$ cat src/rtl/mat_uart_streamer.sv
// mat_uart_streamer: streams a ROWS x COLS matrix out of a synchronous-read
// memory over a built-in UART 8N1 transmitter. Elements go out row-major,
// each as ELEM_W/8 bytes, most-significant byte first.
// Optional feature macro: MAT_UART_ROW_DELIM_EN appends an LF (0x0A) frame
// after the last element of every row.
// Memory read contract: rd_en is a one-cycle strobe with rd_addr valid in the
// same cycle; the memory returns rd_data on the following cycle, and rd_data
// is sampled only then (in WAIT). There is no back-pressure in either direction.
module mat_uart_streamer #(
    parameter int ROWS     = 2,
    parameter int COLS     = 2,
    parameter int ELEM_W   = 8,
    parameter int BAUD_DIV = 10417,
    parameter int ADDR_W   = 6
) (
    input  logic              clk,
    input  logic              rst,
    input  logic              start,
    input  logic              abort,
    output logic              rd_en,
    output logic [ADDR_W-1:0] rd_addr,
    input  logic [ELEM_W-1:0] rd_data,
    output logic              tx_data,
    output logic              busy,
    output logic              done,
    output logic              aborted,
    output logic [ADDR_W-1:0] elem_idx
);

    localparam int BYTES  = ELEM_W / 8;
    localparam int BI_W   = (BYTES > 1) ? $clog2(BYTES) : 1;
    localparam int BAUD_W = $clog2(BAUD_DIV);

    localparam logic [BAUD_W-1:0] BAUD_LAST = BAUD_W'(BAUD_DIV - 1);
    localparam logic [BI_W-1:0]   BYTE_LAST = BI_W'(BYTES - 1);
    localparam logic [ADDR_W-1:0] ELEM_LAST = ADDR_W'(ROWS * COLS - 1);

    typedef enum logic [2:0] {
        S_IDLE,
        S_FETCH,
        S_WAIT,
        S_LOAD,
        S_SEND,
        S_NEXT
    } state_t;

    state_t state, state_n;

    logic              start_q;
    logic              start_pulse;
    logic [ELEM_W-1:0] elem_reg;
    logic [BI_W-1:0]   byte_idx;
    logic [9:0]        shift_reg;
    logic [BAUD_W-1:0] baud_cnt;
    logic [3:0]        bit_cnt;
    logic              frame_end;
    logic [7:0]        cur_byte;

    // NEXT-state decisions, mutually exclusive, in priority order
    logic nxt_abort;
    logic nxt_byte;
    logic nxt_done;
    logic nxt_elem;

`ifdef MAT_UART_ROW_DELIM_EN
    localparam int COL_W = (COLS > 1) ? $clog2(COLS) : 1;
    localparam logic [COL_W-1:0] COL_LAST = COL_W'(COLS - 1);

    logic             nxt_lf;
    logic             lf_phase;   // the frame just loaded/sent is the LF delimiter
    logic [COL_W-1:0] col_cnt;    // column of the element at elem_idx
`endif

    assign start_pulse = start & ~start_q;
    assign frame_end   = (state == S_SEND) && (baud_cnt == BAUD_LAST) && (bit_cnt == 4'd9);

    // Byte to put on the line for the next frame
    always_comb begin
        cur_byte = elem_reg[int'(byte_idx) * 8 +: 8];
`ifdef MAT_UART_ROW_DELIM_EN
        if (lf_phase) cur_byte = 8'h0A;
`endif
    end

    // End-of-frame decision: abort first, then more bytes, delimiter, last element
    always_comb begin
        nxt_abort = 1'b0;
        nxt_byte  = 1'b0;
        nxt_done  = 1'b0;
        nxt_elem  = 1'b0;
`ifdef MAT_UART_ROW_DELIM_EN
        nxt_lf    = 1'b0;
`endif
        if (state == S_NEXT) begin
            if (abort) nxt_abort = 1'b1;
            else if (byte_idx != '0) nxt_byte = 1'b1;
`ifdef MAT_UART_ROW_DELIM_EN
            else if (!lf_phase && (col_cnt == COL_LAST)) nxt_lf = 1'b1;
`endif
            else if (elem_idx == ELEM_LAST) nxt_done = 1'b1;
            else nxt_elem = 1'b1;
        end
    end

    // State register
    always_ff @(posedge clk) begin
        if (!rst) state <= S_IDLE;
        else      state <= state_n;
    end

    // Next-state logic and state-decoded outputs
    always_comb begin
        state_n = state;
        rd_en   = 1'b0;
        rd_addr = '0;
        tx_data = 1'b1;
        busy    = (state != S_IDLE);
        case (state)
            S_IDLE:  if (start_pulse) state_n = S_FETCH;
            S_FETCH: begin
                rd_en   = 1'b1;
                rd_addr = elem_idx;
                state_n = S_WAIT;
            end
            S_WAIT:  state_n = S_LOAD;
            S_LOAD:  state_n = S_SEND;
            S_SEND: begin
                tx_data = shift_reg[0];
                if (frame_end) state_n = S_NEXT;
            end
            S_NEXT: begin
                if (nxt_abort || nxt_done) state_n = S_IDLE;
                else if (nxt_elem)         state_n = S_FETCH;
                else                       state_n = S_LOAD;
            end
            default: state_n = S_IDLE;
        endcase
    end

    // Datapath: element capture, shift register, baud/bit counters, pulses
    always_ff @(posedge clk) begin
        if (!rst) begin
            start_q   <= 1'b0;
            elem_idx  <= '0;
            elem_reg  <= '0;
            byte_idx  <= '0;
            shift_reg <= '1;
            baud_cnt  <= '0;
            bit_cnt   <= '0;
            done      <= 1'b0;
            aborted   <= 1'b0;
`ifdef MAT_UART_ROW_DELIM_EN
            lf_phase  <= 1'b0;
            col_cnt   <= '0;
`endif
        end else begin
            start_q <= start;
            done    <= nxt_done;
            aborted <= nxt_abort;
            case (state)
                S_IDLE: begin
                    if (start_pulse) begin
                        elem_idx <= '0;
`ifdef MAT_UART_ROW_DELIM_EN
                        col_cnt  <= '0;
                        lf_phase <= 1'b0;
`endif
                    end
                end
                S_WAIT: begin
                    elem_reg <= rd_data;
                    byte_idx <= BYTE_LAST;
                end
                S_LOAD: begin
                    shift_reg <= {1'b1, cur_byte, 1'b0};
                    baud_cnt  <= '0;
                    bit_cnt   <= '0;
                end
                S_SEND: begin
                    if (baud_cnt == BAUD_LAST) begin
                        baud_cnt  <= '0;
                        shift_reg <= {1'b1, shift_reg[9:1]};
                        bit_cnt   <= bit_cnt + 4'd1;
                    end else begin
                        baud_cnt <= baud_cnt + 1'b1;
                    end
                end
                S_NEXT: begin
                    if (nxt_byte) byte_idx <= byte_idx - 1'b1;
                    if (nxt_elem) elem_idx <= elem_idx + 1'b1;
`ifdef MAT_UART_ROW_DELIM_EN
                    lf_phase <= nxt_lf;
                    if (nxt_elem) col_cnt <= (col_cnt == COL_LAST) ? '0 : col_cnt + 1'b1;
`endif
                end
                default: ;
            endcase
        end
    end

endmodule
$ cat config.mk
export PLATFORM = sky130hd
export DESIGN_NAME = mat_uart_streamer
export DESIGN_NICKNAME = d
export VERILOG_FILES = /design/src/rtl/mat_uart_streamer.sv
export SDC_FILE = /design/constraint.sdc
export NUM_CORES = 1
export LEC_CHECK = 0
export CORE_AREA = 5 5 80 119
export DETAILED_ROUTE_END_ITERATION = 12
export DIE_AREA = 0 0 85 124
export GPL_ROUTABILITY_DRIVEN = 0
export GPL_TIMING_DRIVEN = 0
export PLACE_DENSITY = 0.55
export SLEW_MARGIN = 10
export SYNTH_ARGS = -nofsm -noshare
export SYNTH_HDL_FRONTEND = slang
export SYNTH_SLANG_ARGS = --single-unit
$ cat constraint.sdc
create_clock -name clk -period 4.8 [get_ports clk]
set_input_delay 0.48 -clock clk [delete_from_list [all_inputs] [get_ports clk]]
set_output_delay 0.48 -clock clk [all_outputs]
set_load 0.01 [all_outputs]
Figure 1. A small window of the routed layout (run 1).
Window x 35 to 85, y 68 to 118 um. Cells in gray, sequential cells in the stronger gray; small squares are vias.
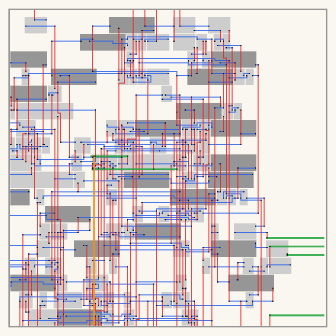
| layer | color |
|---|---|
| metal 3 | green |
| metal 4 | orange |
| metal 1 | blue |
| metal 2 | red |
netlist names of flops here include: `shift_reg` (8), `elem_reg` (7), `bit_cnt` (3)
cells with their middle in the window: 116
sequential cells in the window: 21
most frequent: dfxtp_1 (21), a21oi_1 (16), nand2_1 (14)

Figure 2. Signal wires on met3 (run 1).
Scale: 4 px per um.
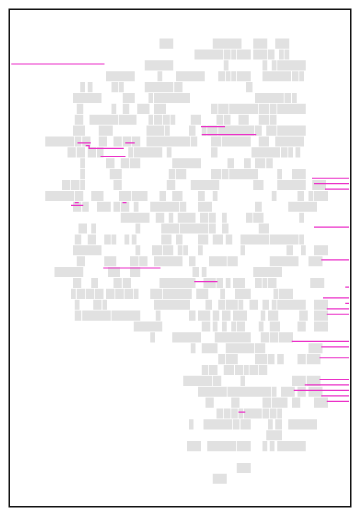
main direction: horizontal
wire length on this layer: 215 um
nets with wire on the layer: 27

==> impl_metrics.tcl, run 1 <==
# implementation run metrics
set metrics [dict create \
    dpl_worst_slack_ns 2.288 \
    grt_setup_unrepaired "false" \
    synth_simple_gate_area_share_pct 28.00 \
    area_delta_synth_final_pct 25.04 \
    post-dp-hpwl_mm 4.845 \
    met3RoutedLength_um 214 \
    multiInputCombCellCount 220 \
    fin_util_pct 36.84 \
    worst_case_reg_to_reg_path_depth 5 \
    whs_path_depth 2 \
    rr_startpoint "state[0]" \
    cpLargestDelayFamily "buffers and inverters" \
    slew_hr_pct 21.03 \
    logic_area_um2 1340 \
    floorplan.core_util_pct 29.46 \
    drt_first_pass_iters 4 \
    n_fill_cell 884 \
    seq_area_frac_synth_pct 39.24 \
    timing.reg2reg.setup_slack_ns 2.79 \
    number_of_port_buffers 28 \
    adder_share_pct 2.555 \
    final-clk-cell-share_pct 6.334 \
    gr-usage-all-layers_pct 13.00 \
    dpl-instance-area_um2 2863 \
    num-nonclk-buffers 52 \
    timing.critical_path.to "tx_data" \
    cts_hold_repair.buffers 0 \
    cts_repair_resizes 0 \
    bufAreaShareNonClock_pct 12.55 \
    setup_tns_ns 0 \
    yosys_cells 305 \
    postSynthNetCount 322 \
    number_of_instances_in_the_synthesized_netlist 305 \
    clock_tree.htree_level_count 2 \
    p_sw_share_pct 22.28 \
    setup.worst_path.start_class "flip-flop" \
    slowest_cp_cell "sky130_fd_sc_hd__nor3b_2" \
    synth.most_common_cell "sky130_fd_sc_hd__dfxtp_1" \
    layout.cells.most_common_list "sky130_fd_sc_hd__dfxtp_1, sky130_fd_sc_hd__nand2_1, sky130_fd_sc_hd__clkdlybuf4s50_1" \
    slew_violations 0 \
    clkTransAtPathRegs_ns 0.07 \
    ys_sh_aoi_pct 23.20 \
    synth-xor-area-share_pct 0.3577 \
    finish.net_count 357 \
    min_from "elem_reg[3]" \
    powerDensity_nw_per_um2 311.5 \
    first_iter_violations 125 \
    cp_data_required_time_ns 4.32 \
    grt-busiest-layer "met2" \
    r2r_end "baud_cnt[5]" \
    non_clock_inverter_count 13 \
    numClockSinks 48 \
    syn_avg_cell_area_um2 8.028 \
    whs_endpoint "elem_reg[3]" \
    core_area_um2 8310 \
    net-switching-power_uw 212.5 \
    tap-cell-count 107 \
    highest_clock_rate_mhz 355.1 \
    worst-setup-path-type "reg -> out" \
    yosys_most_used_dff "sky130_fd_sc_hd__dfxtp_1" \
    flop_share_of_the_area_pct 31.39 \
    comb_power_uw 77.6 \
    boundaryPins 29 \
    cp-end-kind "output port" \
    edf_count 0 \
    largest_register_ff_count 14 \
    yosysWarningCount 0 \
    worstPathMaxFanout 10 \
    status "completed" \
    power_frac_comb_pct 8.1 \
    core.rowCount 41 \
    cts_setup_buffers 0 \
    synth-area-yosys_um2 2449 \
    layout.area.top_class "logic gates" \
    antennaDiodeCount 0 \
    powerSeq_uw 412 \
    maxCapViolations 0 \
    mappedNetlistArea_um2 2449 \
    report.final.hold_viol_count 0 \
    critical_path.cell_chain "buf_2, nor3b_2, clkbuf_1, nand2b_1, clkdlybuf4s50_1" \
    yosys_register_bits 48 \
    post_synth_main_area_contributors "sky130_fd_sc_hd__dfxtp_1, sky130_fd_sc_hd__nand2_1, sky130_fd_sc_hd__a21oi_1" \
    floorplan.die.width_um 85 \
    finalWorstSetupSlack_ns 1.984 \
    highest-signal-layer "met4" \
    power-top-group "the clock network" \
    numPlacedInstances 440 \
    yosys-dominant-comb-family "simple AND/OR/NAND/NOR gates" \
    top_cells_by_count "sky130_fd_sc_hd__dfxtp_1, sky130_fd_sc_hd__nand2_1, sky130_fd_sc_hd__a21oi_1, sky130_fd_sc_hd__nand3_1, sky130_fd_sc_hd__clkbuf_1" \
    share_seq_of_total_power_pct 43.2 \
    part_of_the_power_in_the_clock_network_pct 48.6 \
    synth_cell_type_count 50 \
    critical_path.max_stage_delay_ns 0.51 \
    maximum_number_of_pins_on_one_net_before_global_route_repair 17 \
    count_of_non_filler_cells_in_the_finished_layout 448 \
    critical_path_cell_count 5 \
    postLayoutCellArea_um2 3062 \
    warning_count 28 \
    layout_top_cell "sky130_fd_sc_hd__dfxtp_1" \
    period_used_pct 58.68 \
    hold_ws_ns 0.4602 \
    total_gr_overflow 0 \
    period_minus_slack_ns 2.816 \
    leakage_nw 1.052 \
    total_die_size_um2 10540 \
    actual_transition_at_the_worst_max_transition_pin_ns 1.176 \
    root_buf_cell "sky130_fd_sc_hd__clkbuf_16" \
    vias 2361 \
    internal_power_of_the_cells_uw 741.4 \
    tritoncts_clock_tree "yes" \
    layout.area.seq_um2 960.9 \
    number_of_antenna_violations_at_the_first_check_in_global_routing 0 \
    synth.mux.area_fraction_pct 0.4088 \
    drt_wl_total_mm 6.581 \
    grt_util_met3_pct 2.184 \
    cp.buffers_inverters 3 \
    synth-async-reset-ratio_pct 0 \
    vias_per_cell 5.270 \
    m1WireLength_mm 2.808 \
    grt_use_met1_pct 14.50 \
    layout-drive-gt1-share_pct 5.572 \
    clock_tree.buffer_depth 2 \
    design_power_total_uw 953.8 \
    met2_usage_pct 24.08 \
    grt_pass1_wl_mm 11.09 \
    setup_viol 0 \
    worst_ep_arrival_time_ns 2.34 \
]
Figure 3. Clock wiring as the flow saved it (run 1).
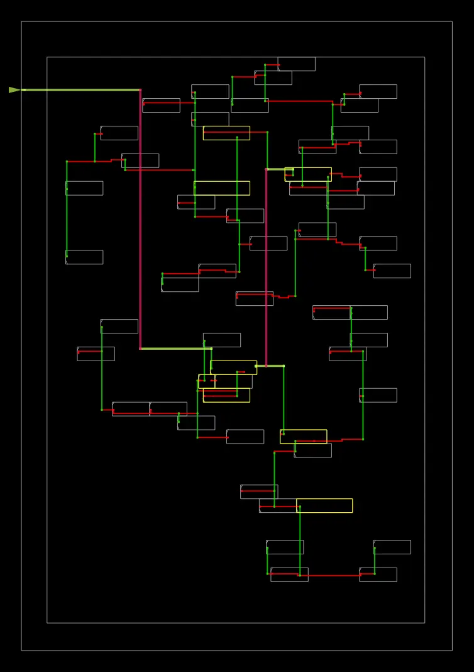
flop count: 48
setup skew after layout: 0.01178 ns
power of the clock network: 464 uW
clock buffer count from CTS: 5
clock network latency to the later pin of the worst-skew pair: 0.29 ns

==> run 1 -> run 2 <==
- clock period: 4.8 -> 2.9 ns (I/O delays scaled with it)
Figure 4. Ports around the boundary (run 2).
Scale: 3 px per um. Pins as bars across the die edge, other pins in gray.
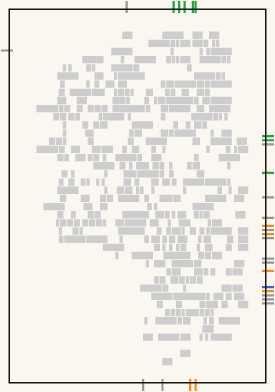
| port | color | pins | direction | edge |
|---|---|---|---|---|
| `rd_en` | blue | 1 | output | right |
| `rd_data` | green | 8 | input | 5 top, 3 right |
| `elem_idx` | orange | 6 | output | 4 right, 2 bottom |

Figure 5. A small window of the routed layout (run 2).
Window x 35 to 85, y 68 to 118 um. Cells in gray, sequential cells in the stronger gray; small squares are vias.
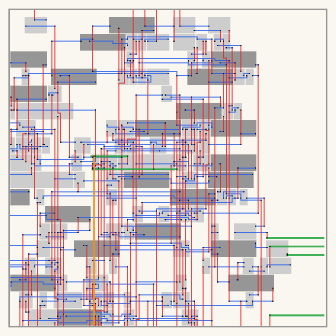
| layer | color |
|---|---|
| metal 3 | green |
| metal 2 | red |
| metal 4 | orange |
| metal 1 | blue |
cells with their middle in the window: 116
netlist names of flops here include: `shift_reg` (8), `elem_reg` (7), `bit_cnt` (3)
most frequent: dfxtp_1 (21), a21oi_1 (16), nand2_1 (14)
sequential cells in the window: 21

==> run 2 against run 1 <==
Global-route usage did not move. Clock skew did not move. Register-to-register slack got worse by 1.9 ns. Area after synthesis did not move. Power rose by 66%. Synthesized cell count did not move. Critical path type unchanged.
==> impl_metrics.tcl, run 2 <==
# implementation run metrics
set metrics [dict create \
    clkTransAtPathRegs_ns 0.07 \
    logic_area_um2 1340 \
    layout.cells.most_common_list "sky130_fd_sc_hd__dfxtp_1, sky130_fd_sc_hd__nand2_1, sky130_fd_sc_hd__clkdlybuf4s50_1" \
    drt_first_pass_iters 4 \
    comb_power_uw 129 \
    core_area_um2 8310 \
    hold_ws_ns 0.4602 \
    layout-drive-gt1-share_pct 5.572 \
    number_of_port_buffers 28 \
    clock_tree.htree_level_count 2 \
    dpl-instance-area_um2 2863 \
    root_buf_cell "sky130_fd_sc_hd__clkbuf_16" \
    setup_viol 0 \
    grt_use_met1_pct 14.50 \
    total_die_size_um2 10540 \
    critical_path.cell_chain "buf_2, nor3b_2, clkbuf_1, nand2b_1, clkdlybuf4s50_1" \
    seq_area_frac_synth_pct 39.24 \
    vias 2361 \
    p_sw_share_pct 22.28 \
    whs_endpoint "elem_reg[3]" \
    status "completed" \
    post-dp-hpwl_mm 4.845 \
    final-clk-cell-share_pct 6.334 \
    area_delta_synth_final_pct 25.04 \
    grt-busiest-layer "met2" \
    slowest_cp_cell "sky130_fd_sc_hd__nor3b_2" \
    period_used_pct 90.57 \
    finish.net_count 357 \
    mappedNetlistArea_um2 2449 \
    powerSeq_uw 683 \
    cts_hold_repair.buffers 0 \
    part_of_the_power_in_the_clock_network_pct 48.6 \
    met2_usage_pct 24.08 \
    synth-xor-area-share_pct 0.3577 \
    grt_setup_unrepaired "false" \
    setup.worst_path.start_class "flip-flop" \
    worst-setup-path-type "reg -> out" \
    numPlacedInstances 440 \
    synth-area-yosys_um2 2449 \
    floorplan.core_util_pct 29.46 \
    number_of_instances_in_the_synthesized_netlist 305 \
    num-nonclk-buffers 52 \
    powerDensity_nw_per_um2 515.7 \
    cpLargestDelayFamily "buffers and inverters" \
    layout.area.seq_um2 960.9 \
    share_seq_of_total_power_pct 43.2 \
    dpl_worst_slack_ns 0.5783 \
    multiInputCombCellCount 220 \
    clock_tree.buffer_depth 2 \
    worst_skew_pair.late_latency_ns 0.29 \
    highest_clock_rate_mhz 380.7 \
    fin_util_pct 36.84 \
    top_cells_by_count "sky130_fd_sc_hd__dfxtp_1, sky130_fd_sc_hd__nand2_1, sky130_fd_sc_hd__a21oi_1, sky130_fd_sc_hd__nand3_1, sky130_fd_sc_hd__clkbuf_1" \
    power_frac_comb_pct 8.1 \
    setup_tns_ns 0 \
    worst_ep_arrival_time_ns 2.34 \
    number_of_antenna_violations_at_the_first_check_in_global_routing 0 \
    grt_pass1_wl_mm 11.09 \
    leakage_nw 1.052 \
    met3RoutedLength_um 214 \
    power-top-group "the clock network" \
    net-switching-power_uw 351.7 \
]
Figure 6. Clock wiring as the flow saved it (run 2).
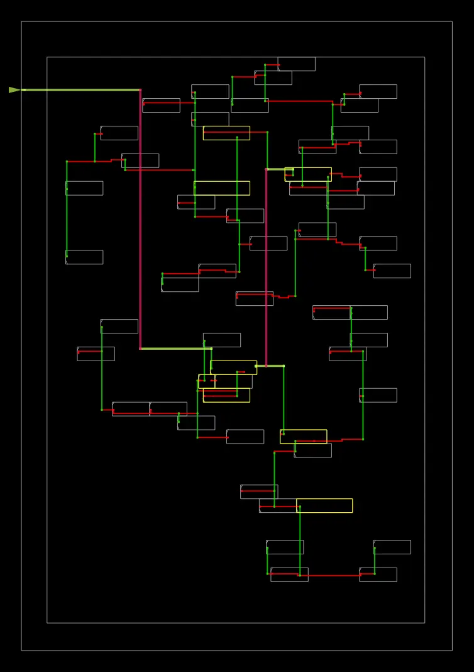
CTS sink cnt: 48
power of the clock network: 768 uW
clock buffer instance count of the final layout: 5

No activity file was given, so power comes from the tool's default toggle rates.
